class_map.png
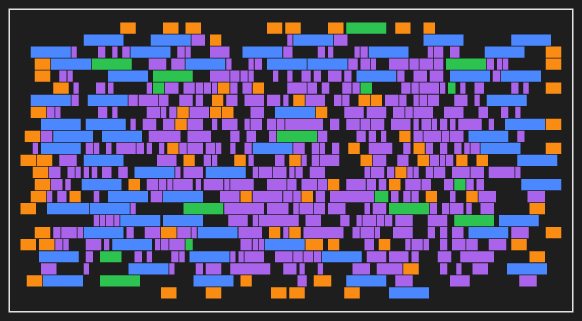
ff_map.png
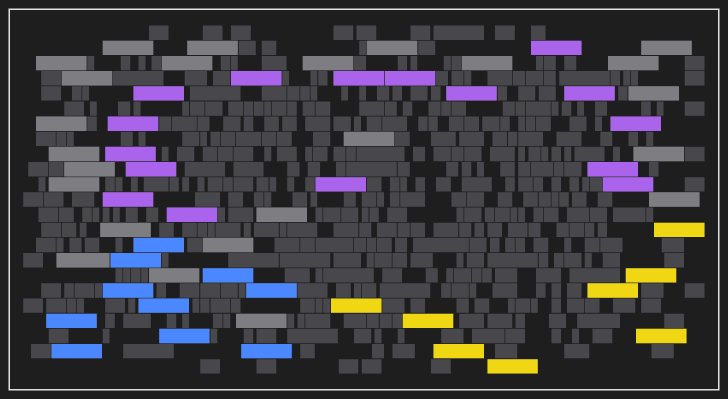
util_map.png
13 x 7 tiles, from black (low) to pale yellow (high), 0 to 100% covered.
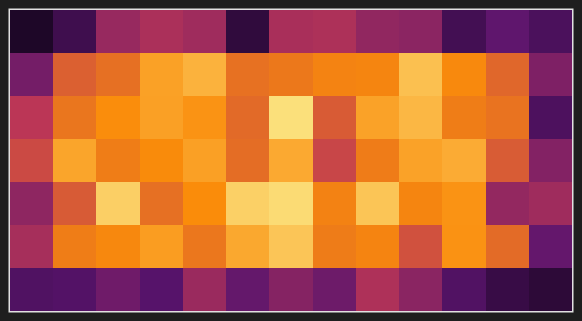
sizing.png
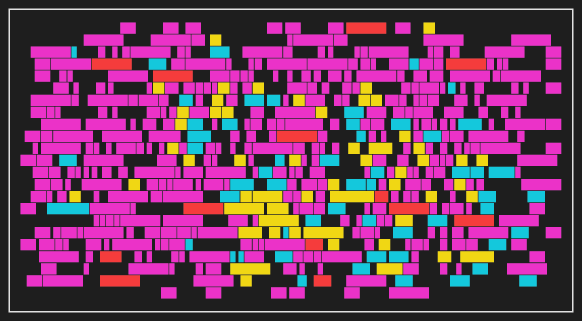
congestion_map.png
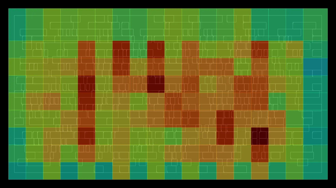
==> config.mk <==
export PLATFORM = sky130hd
export DESIGN_NAME = seq_booth_mult
export DESIGN_NICKNAME = d
export VERILOG_FILES = /design/src/rtl/mult_pkg.sv /design/src/rtl/booth_r4_enc.sv /design/src/rtl/seq_booth_mult.sv
export SDC_FILE = /design/constraint.sdc
export NUM_CORES = 1
export LEC_CHECK = 0
export CORE_AREA = 2 2 125 66
export CTS_CLUSTER_SIZE = 24
export DETAILED_ROUTE_END_ITERATION = 10
export DIE_AREA = 0 0 127 68
export PLACE_DENSITY = 0.74
export SLEW_MARGIN = 20
export SYNTH_ARGS = -nofsm -noshare
export SYNTH_HDL_FRONTEND = slang
export SYNTH_SLANG_ARGS = --single-unit
==> constraint.sdc <==
create_clock -name clk -period 4.54 [get_ports clk]
set_input_delay 0.908 -clock clk [delete_from_list [all_inputs] [get_ports clk]]
set_output_delay 0.908 -clock clk [all_outputs]
set_load 0.005 [all_outputs]
==> impl_metrics.py <==
# Synthesis and PnR figures
metrics = {
    "detailed_routing": {
        "drt.antenna.violating_nets": 0,
        "drtIter0Drc": 336,
        "drt-total-wl_mm": 10.37,
        "viasPerCell": 5.864,
        "wire_per_inst_um": 17.17,
    },
    "sta": {
        "setup_violations": 0,
        "slew_headroom_pct": 33.75,
        "drv_slew": 0,
        "fmax_mhz": 225.0,
        "fin_crit_ps": 4445,
        "final_hold_viol_count": 0,
    },
    "run": {
        "drv_cap": 0,
    },
    "worst_setup_path": {
        "required_ps": 4800,
        "path_cells": "ha_1 -> mux2_4 -> ha_4 -> a22o_1 -> nand2_2 -> ha_4 -> o21ai_4 -> nor4_4 -> or2_4 -> a21oi_1 -> nor2_1 -> mux2_4 -> o32ai_1 -> ha_1 -> or2_2 -> a21oi_2 -> a211oi_2 -> o31ai_2 -> buf_4 -> nand3_1 -> nor2b_2 -> o211ai_1",
        "r2r_slack_ps": 90,
        "cp_slowest_cell": "dfrtp_1",
        "critPathBufInv": 1,
        "cp-end-kind": "flop",
    },
    "synth": {
        "syn_nets": 480,
        "synth_cell_types": 52,
        "synth_cells": 436,
        "syn_area_um2": 3829,
        "yosys-top-cells-area": "dfrtp_1, ha_1, nand2_1, o21ai_0, mux2_2",
        "ys_seq_share_pct": 37.94,
        "yosys_warnings": 0,
    },
    "global_routing": {
        "grt_pass1_wl_mm": 16.30,
        "grt_pass1_vias": 3231,
        "grt_max_degree": 36,
        "use_met2_pct": 34.01,
        "gr-max-usage-layer": "met1",
        "overflow": 0,
    },
    "layout": {
        "antenna_cells": 0,
        "fillers": 636,
        "nNetsFinal": 543,
        "drive_gt1_share_pct": 24.21,
    },
    "power_and_ir_drop": {
        "ir_drop_uv": 301.3,
    },
    "cts": {
        "cts-root-buf": "clkbuf_16",
        "cts_htree_levels": 3,
        "clk_path_buf_depth": 2,
        "cts_tree": "done",
    },
    "min_path": {
        "hold_path_class": "flop to flop",
        "hold_depth": 2,
    },
    "run_status": {
        "status": "completed",
    },
    "placement": {
        "numPortBuffers": 38,
    },
}
Back to the opening pictures, class_map.png:
colour	class	cells	share of their area
orange	remaining buffers and delay cells	78	14%
green	clock drivers and dummy loads	16	5.7%
blue	registers	58	30%
purple	remaining logic cells	352	51%
sequential share of cell area: 28.78%
total core area: 7655 um^2

Back to the opening pictures, ff_map.png:
colour	name in the netlist	placed flops
yellow	`xm_q`	8
blue	`yb_q`	10
purple	`acc_q`	16
not coloured	24
Layout Utilization: 65.94%
power in sequential cells: 0.000977 W
storage element area: 1453 um^2

Back to the opening pictures, util_map.png:
densest ninth of the die	middle
tiles over 75% full	25%
fullest tile	93%
mean over tiles	57%
FP Util: 50.02%

Back to the opening pictures, sizing.png:
colour	size	cells
red	x6 and larger	13
magenta	x1 and smaller	382
cyan	x2	55
yellow	x3 and x4	54
area delta synth->final: 31.83%
buffers outside the clock class: 78
post-route cell area: 5047 um^2
post-route worst setup slack: 94.89 ps

Back to the opening pictures, congestion_map.png:
met3 Track Usage GR: 6.959%
met1 Use GR: 37.37%

-- metrics by stage --
stage                     power (W)  instance area [um^2]  setup WS [ps]
after global routing       0.004429                  5047         -119.3
after CTS                  0.003690                  4743          25.13
after floorplan            0.002326                  3829          19.71
after detailed placement   0.002995                  4441         -290.5
after global placement     0.002919                  4441         -42.43
final                      0.004122                  5047          94.89
-- Yosys cell counts (all sizes together) (2+ instances only) --
master,instances
nand2,62
dfrtp,57
o21ai,50
a21oi,25
nor2,25
ha,23
clkbuf,20
o22ai,15
xor2,15
mux2,14
inv,12
nor3,11
mux2i,9
nand2b,8
nand3,8
a211oi,6
a22oi,6
buf,6
a21o,5
a31oi,5
and3,5
nor2b,5
nor4,5
o31ai,4
or2,4
and2,3
o211ai,3
o21bai,3
or3,3
xnor2,3
a2111oi,2
o22a,2
-- cell families after synthesis --
logic type	synth area share, %
flops	37.94
compound gates	21.47
mux	6.471
simple gates	17.35
buf+inv	3.986
fa+ha+maj	8.039
xor+xnor	4.739
-- layer usage --
metal	vias to the layer above	share of wire [%]
met4	0	1.1
met1	1714	50
li1	1689	-
met2	127	42
met5	-	0
met3	12	6.7
-- power by group --
group	switching (W)	leakage [nW]	total (W)	internal (W)
clock	0.000259	0.131	0.000642	0.000383
sequential	0.000252	0.753	0.000977	0.000725
combinational	0.00135	1.30	0.00250	0.00115
-- cell type report --
cell class,instances,area (um^2),share of cell area (%)
multi-input cells,339,2452,48.59
flip-flops and latches,58,1453,28.78
repair buffers,78,688.2,13.63
clock buffers,10,239.0,4.735
well taps,100,125.1,2.479
inverters,13,48.80,0.9668
clock inverters,6,41.29,0.8180
-- worst min-delay path, delay by kind of cell, from the launching register on --
kind	cells	cell delay, ps
flip-flops	1	340
AND-OR/OR-AND	1	60
AND/OR/NAND/NOR	1	40
-- timing repair --
| item | in CTS | in global routing |
|---|---|---|
| pin swaps | 1 | 25 |
| hold buffers | 0 | 0 |
| setup endpoints to repair | 2 | 12 |
| setup buffers | 0 | 13 |
| gates resized | 5 | 52 |
| hold endpoints to repair | 0 | 0 |
-- layout by cell type (no fill, tap or decap), drive strengths merged, types with 4 or more instances in the layout --
cell type and instances:
nand2 62, dfrtp 57, o21ai 50, buf 40, clkdlybuf4s50 38, nor2 25
a21oi 25, ha 23, xor2 15, o22ai 15, mux2 14, inv 13
nor3 11, clkbuf 10, mux2i 9, nand2b 8, nand3 8, a211oi 6
a22oi 6, a21o 5, and3 5, nor2b 5, a31oi 5, nor4 5
or2 4, o31ai 4
Power and IR drop assume default switching activity.
